<file path="config.mk">
export PLATFORM = sky130hd
export DESIGN_NAME = log2_result_pack_flat
export DESIGN_NICKNAME = d
export VERILOG_FILES = /design/src/rtl/log2_result_pack_if.sv /design/src/rtl/log2_result_pack.sv /design/src/flat_wrapper.sv
export SDC_FILE = /design/constraint.sdc
export NUM_CORES = 1
export LEC_CHECK = 0
export CAP_MARGIN = 40
export CORE_MARGIN = 3
export CORE_UTILIZATION = 50
export CTS_CLUSTER_DIAMETER = 150
export DETAILED_ROUTE_END_ITERATION = 7
export PLACE_DENSITY = 0.88
export SKIP_LAST_GASP = 1
export SYNTH_ARGS = -nofsm -noshare
export SYNTH_HDL_FRONTEND = slang
export SYNTH_SLANG_ARGS = --single-unit
</file>
<file path="constraint.sdc">
create_clock -name clk_i -period 2.7 [get_ports clk_i]
set_input_delay 0.27 -clock clk_i [delete_from_list [all_inputs] [get_ports clk_i]]
set_output_delay 0.27 -clock clk_i [all_outputs]
set_load 0.01 [all_outputs]
</file>
<file path="src/rtl/log2_result_pack_if.sv">
// Handshake bundle between the log2 stage, the result collector and its consumer.
// Valid/ready: a result transfers on any clock edge where valid_o and ready_i are both 1.
`timescale 1ns/1ps
interface log2_result_pack_if #(
  parameter int FRAC_W = 12
);
  logic                start_i;
  logic [3:0]          int_i;
  logic                bit_valid_i;
  logic                bit_i;
  logic                ready_i;
  logic [FRAC_W+3:0]   result_o;
  logic                valid_o;
  logic                busy_o;
  logic [3:0]          cnt_o;
  logic                err_o;
  logic [1:0]          state_o;

  modport master (
    output start_i, int_i, bit_valid_i, bit_i, ready_i,
    input  result_o, valid_o, busy_o, cnt_o, err_o, state_o
  );

  modport slave (
    input  start_i, int_i, bit_valid_i, bit_i, ready_i,
    output result_o, valid_o, busy_o, cnt_o, err_o, state_o
  );
endinterface

</file>
<file path="src/rtl/log2_result_pack.sv">
// Collects the integer part and serial fractional bits of a log2 result into
// a Q4.FRAC_W word and offers it on a valid/ready handshake.
`timescale 1ns/1ps
module log2_result_pack #(
  parameter int FRAC_W = 12
) (
  input  logic clk_i,
  input  logic rst_i,
  log2_result_pack_if.slave bus
);

  typedef enum logic [1:0] {
    IDLE    = 2'd0,
    COLLECT = 2'd1,
    HOLD    = 2'd2
  } state_t;

  localparam logic [3:0] LAST_CNT = 4'(FRAC_W - 1);

  state_t              r_state;
  logic [3:0]          r_int;
  logic [FRAC_W-1:0]   r_frac;
  logic [3:0]          r_cnt;
  logic                r_err;

  state_t              w_state_nxt;
  logic [3:0]          w_int_nxt;
  logic [FRAC_W-1:0]   w_frac_nxt;
  logic [3:0]          w_cnt_nxt;
  logic                w_err_nxt;

  always_ff @(posedge clk_i or negedge rst_i) begin
    if (!rst_i) begin
      r_state <= IDLE;
      r_int   <= '0;
      r_frac  <= '0;
      r_cnt   <= '0;
      r_err   <= 1'b0;
    end else begin
      r_state <= w_state_nxt;
      r_int   <= w_int_nxt;
      r_frac  <= w_frac_nxt;
      r_cnt   <= w_cnt_nxt;
      r_err   <= w_err_nxt;
    end
  end

  always_comb begin
    w_state_nxt = r_state;
    w_int_nxt   = r_int;
    w_frac_nxt  = r_frac;
    w_cnt_nxt   = r_cnt;
    w_err_nxt   = 1'b0;
    case (r_state)
      IDLE: begin
        if (bus.start_i) begin
          w_int_nxt   = bus.int_i;
          w_frac_nxt  = '0;
          w_cnt_nxt   = '0;
          w_state_nxt = COLLECT;
        end
      end
      COLLECT: begin
        // A start here aborts the conversion; any coincident bit is dropped.
        if (bus.start_i) begin
          w_err_nxt  = 1'b1;
          w_int_nxt  = bus.int_i;
          w_frac_nxt = '0;
          w_cnt_nxt  = '0;
        end else if (bus.bit_valid_i) begin
          w_frac_nxt = (r_frac << 1) | FRAC_W'(bus.bit_i);
          w_cnt_nxt  = r_cnt + 4'd1;
          if (r_cnt == LAST_CNT) begin
            w_state_nxt = HOLD;
          end
        end
      end
      HOLD: begin
        if (bus.ready_i) begin
          w_cnt_nxt   = '0;
          w_state_nxt = IDLE;
          if (bus.start_i) begin
            w_int_nxt   = bus.int_i;
            w_frac_nxt  = '0;
            w_state_nxt = COLLECT;
          end
        end else if (bus.start_i) begin
          w_err_nxt = 1'b1;
        end
      end
      default: begin
        w_state_nxt = IDLE;
      end
    endcase
  end

  assign bus.result_o = {r_int, r_frac};
  assign bus.valid_o  = (r_state == HOLD);
  assign bus.busy_o   = (r_state == COLLECT);
  assign bus.cnt_o    = r_cnt;
  assign bus.err_o    = r_err;
  assign bus.state_o  = r_state;

endmodule
</file>
<file path="src/flat_wrapper.sv">
// flat-port wrapper written by rule: the top's interface ports become plain ports
module log2_result_pack_flat 
#(
  parameter int FRAC_W = 12
)
  (clk_i, rst_i, bus_start_i, bus_int_i, bus_bit_valid_i, bus_bit_i, bus_ready_i, bus_result_o, bus_valid_o, bus_busy_o, bus_cnt_o, bus_err_o, bus_state_o);
  log2_result_pack_if #(.FRAC_W(FRAC_W)) bus_i ();
  input  logic clk_i;
  input  logic rst_i;
  input wire logic [$bits(bus_i.start_i)-1:0] bus_start_i;
  input wire logic [$bits(bus_i.int_i)-1:0] bus_int_i;
  input wire logic [$bits(bus_i.bit_valid_i)-1:0] bus_bit_valid_i;
  input wire logic [$bits(bus_i.bit_i)-1:0] bus_bit_i;
  input wire logic [$bits(bus_i.ready_i)-1:0] bus_ready_i;
  output wire logic [$bits(bus_i.result_o)-1:0] bus_result_o;
  output wire logic [$bits(bus_i.valid_o)-1:0] bus_valid_o;
  output wire logic [$bits(bus_i.busy_o)-1:0] bus_busy_o;
  output wire logic [$bits(bus_i.cnt_o)-1:0] bus_cnt_o;
  output wire logic [$bits(bus_i.err_o)-1:0] bus_err_o;
  output wire logic [$bits(bus_i.state_o)-1:0] bus_state_o;
  assign bus_i.start_i = bus_start_i;
  assign bus_i.int_i = bus_int_i;
  assign bus_i.bit_valid_i = bus_bit_valid_i;
  assign bus_i.bit_i = bus_bit_i;
  assign bus_i.ready_i = bus_ready_i;
  assign bus_result_o = bus_i.result_o;
  assign bus_valid_o = bus_i.valid_o;
  assign bus_busy_o = bus_i.busy_o;
  assign bus_cnt_o = bus_i.cnt_o;
  assign bus_err_o = bus_i.err_o;
  assign bus_state_o = bus_i.state_o;
  log2_result_pack #(.FRAC_W(FRAC_W)) u_core (.clk_i(clk_i), .rst_i(rst_i), .bus(bus_i));
endmodule
</file>
==> CHANGELOG.md, run 1 <==
### Changed

* Yosys Chip Area at 1235 um^2
* Num CTS Buffers at 3
* Fin crit share at 79.16%
* Setup bufs post-CTS at 0
* Rel. slew slack at 51.15%
* Worst-path clk slew at 0.12 ns
* Placed Area at 1575 um^2
* Aggregate global routing overflow at 0
* Biggest Area Class: multi-input combinational cells
* Seq share, synth at 46.61%
* Area delta synth->final at 29.79%
* Skew-Pair Late Insertion Delay at 0.31 ns
* Status: finished clean
* Slowest CP cell: a211oi_4
* Crit path from: u_core.bus.state_o[0]
* Worst setup endpoint: u_core.bus.cnt_o[1]
* Total chip power at 972.9 uW
* RSZ-0062 raised after global routing: false
* Sw Pwr at 355.9 uW
* R2R Path Start: u_core.bus.state_o[0]
* Combinational share of power at 40.3%
* Detailed Routing Iterations Pass 1 at 4
* Non-clock buffer area fraction after layout at 21.70%
* Unique masters post-synth at 33
### Ports around the boundary, run 1

Scale bar: 20 um. Pins as bars across the die edge, other pins in grey.
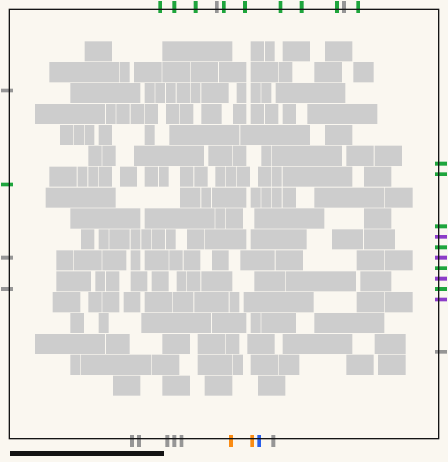
legend:
  blue:
    port: `bus_ready_i`
    pins: 1
    direction: input
    edge: bottom
  purple:
    port: `bus_int_i`
    pins: 4
    direction: input
    edge: right
  green:
    port: `bus_result_o`
    pins: 16
    direction: output
    edge: 9 top, 6 right, 1 left
  orange:
    port: `bus_state_o`
    pins: 2
    direction: output
    edge: bottom
all pins by edge: 11 top, 11 right, 9 bottom, 4 left
Die Ht: 55.70 um
Die Width: 55.70 um
port buffer count: 34

### The metal 3 layer, run 1

Scale bar: 20 um.
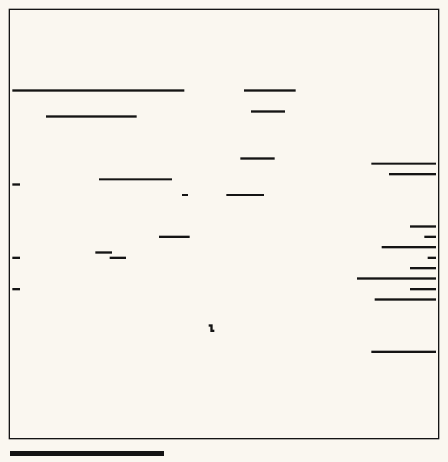
wire length on this layer: 131 um
main direction: horizontal
met3 usage: 3.016%
Routed WL: 2640 um
vias post-DR: 1070

### Placed standard cells, run 1

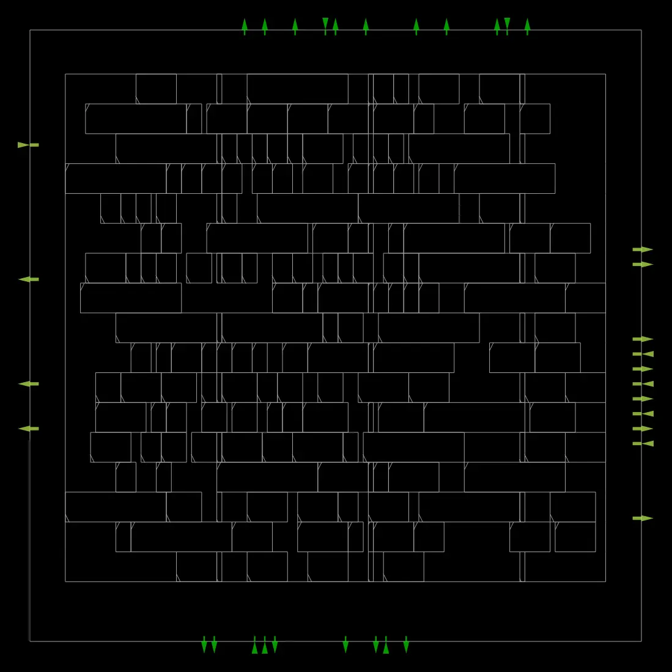
Seq area share: 35.91%
number of tapcells: 28
row cnt: 17
num sequential: 23

### Wiring by layer, run 1

Scale bar: 20 um.
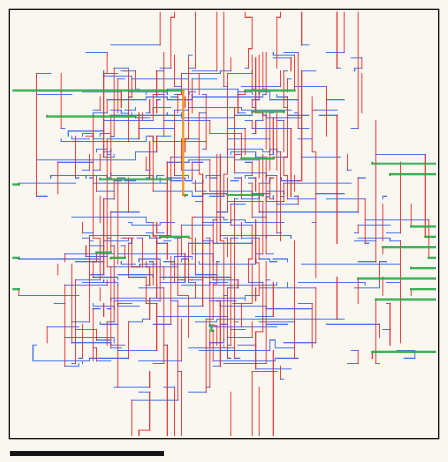
legend:
  red:
    layer: M2
    wire_length: 1370 um
  green:
    layer: M3
    wire_length: 131 um
  blue:
    layer: M1
    wire_length: 1130 um
  orange:
    layer: M4
    wire_length: 13.6 um
Total GRT Usage: 18.79%
WL/cell: 13.82 um

## Run 2: what changed since run 1
--- a/config.mk
+++ b/config.mk
@@ -7,10 +7,10 @@
 export LEC_CHECK = 0
 export CAP_MARGIN = 40
 export CORE_MARGIN = 3
-export CORE_UTILIZATION = 50
+export CORE_UTILIZATION = 47
 export CTS_CLUSTER_DIAMETER = 150
 export DETAILED_ROUTE_END_ITERATION = 7
-export PLACE_DENSITY = 0.88
+export PLACE_DENSITY = 0.84
 export SKIP_LAST_GASP = 1
 export SYNTH_ARGS = -nofsm -noshare
 export SYNTH_HDL_FRONTEND = slang
==> constraint.sdc (replaced) <==
create_clock -name clk_i -period 2.2 [get_ports clk_i]
set_input_delay 0.22 -clock clk_i [delete_from_list [all_inputs] [get_ports clk_i]]
set_output_delay 0.22 -clock clk_i [all_outputs]
set_load 0.01 [all_outputs]
### Placed standard cells, run 2

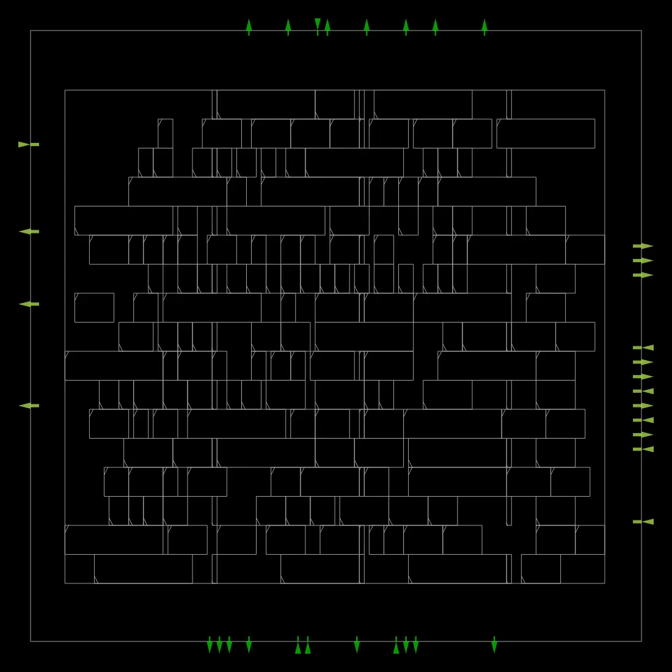
Layout Cells excl Fill: 195
Core Util, Final: 69.79%
Seq area share: 35.25%
core area: 2340 um^2

### Ports around the boundary, run 2

Scale bar: 20 um. Pins as bars across the die edge, other pins in grey.
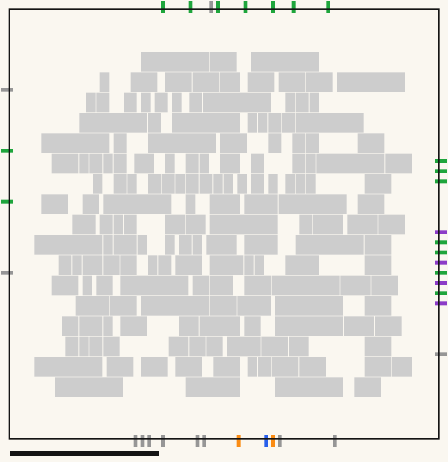
legend:
  blue:
    port: `bus_ready_i`
    pins: 1
    direction: input
    edge: bottom
  purple:
    port: `bus_int_i`
    pins: 4
    direction: input
    edge: right
  green:
    port: `bus_result_o`
    pins: 16
    direction: output
    edge: 7 top, 7 right, 2 left
  orange:
    port: `bus_state_o`
    pins: 2
    direction: output
    edge: bottom
all pins by edge: 12 right, 11 bottom, 8 top, 4 left

==> run 2 against run 1 <==
Compared with the run above:
- synthesized area is the same
- count of clock-buffer cells in the layout is the same
- routed wire length grew 7.0%
- combinational power grew 29%
- largest power group unchanged
- clock skew grew 0.0041 ns
- die size grew 5.7%
- design area grew 1.9%
- critical path type is now reg -> out
- critical path depth shrank 3
- first-iteration DRC count shrank 38%
- synthesized cell count is the same
==> CHANGELOG.md, run 2 <==
### Changed

* CTS tree: built
* Non-clock buffer area fraction after layout at 23.14%
* Worst-Margin Slew at 0.7159 ns
* Seq share, synth at 46.61%
* Worst-path clk slew at 0.13 ns
* Number of tapcells at 28
* Total chip power at 1.232 mW
* Die Ht at 57.26 um
* Row cnt at 17
* Status: finished clean
* Final Worst Setup Slack at 0.1520 ns
* Port buffer count at 34
* Unique masters post-synth at 33
* Num sequential at 23
* Floorplan Nets at 147
* Biggest Area Class: multi-input combinational cells
* Yosys Chip Area at 1235 um^2
* Rel. slew slack at 52.10%
* Detailed Routing Iterations Pass 1 at 4
* Total GRT Usage at 19.61%
* Worst setup endpoint: bus_busy_o
* Setup bufs post-CTS at 0
* Aggregate global routing overflow at 0
* WL/cell at 14.49 um
* Post-synth area hogs: dfrtp_1, nand3_1, nand2_1
* Skew-Pair Late Insertion Delay at 0.32 ns
* Slowest CP cell: clkdlybuf4s50_1
* Most Used Layer, Global Route: met2
* RSZ-0062 raised after global routing: false
* Vias post-DR at 1072
* Number of clock buffers in the layout at 3
* Routed WL at 2825 um
* Max reg flops at 12
* Fin crit share at 93.09%
* Met3 usage at 3.167%
* I/O pin cnt at 35
* Sw Pwr at 460.2 uW
* Top reg by flops: u_core.r_frac
* Complex Gates by Area at 11.45%
* R2R Path Start: u_core.bus.state_o[0]
* Reg2reg end: u_core.bus.state_o[0]
* Area delta synth->final at 32.22%
* Combinational share of power at 41.0%
* Num CTS Buffers at 3
* Crit path from: u_core.bus.state_o[1]
* Die Width at 57.26 um
No activity file was given, so power comes from the tool's default toggle rates.
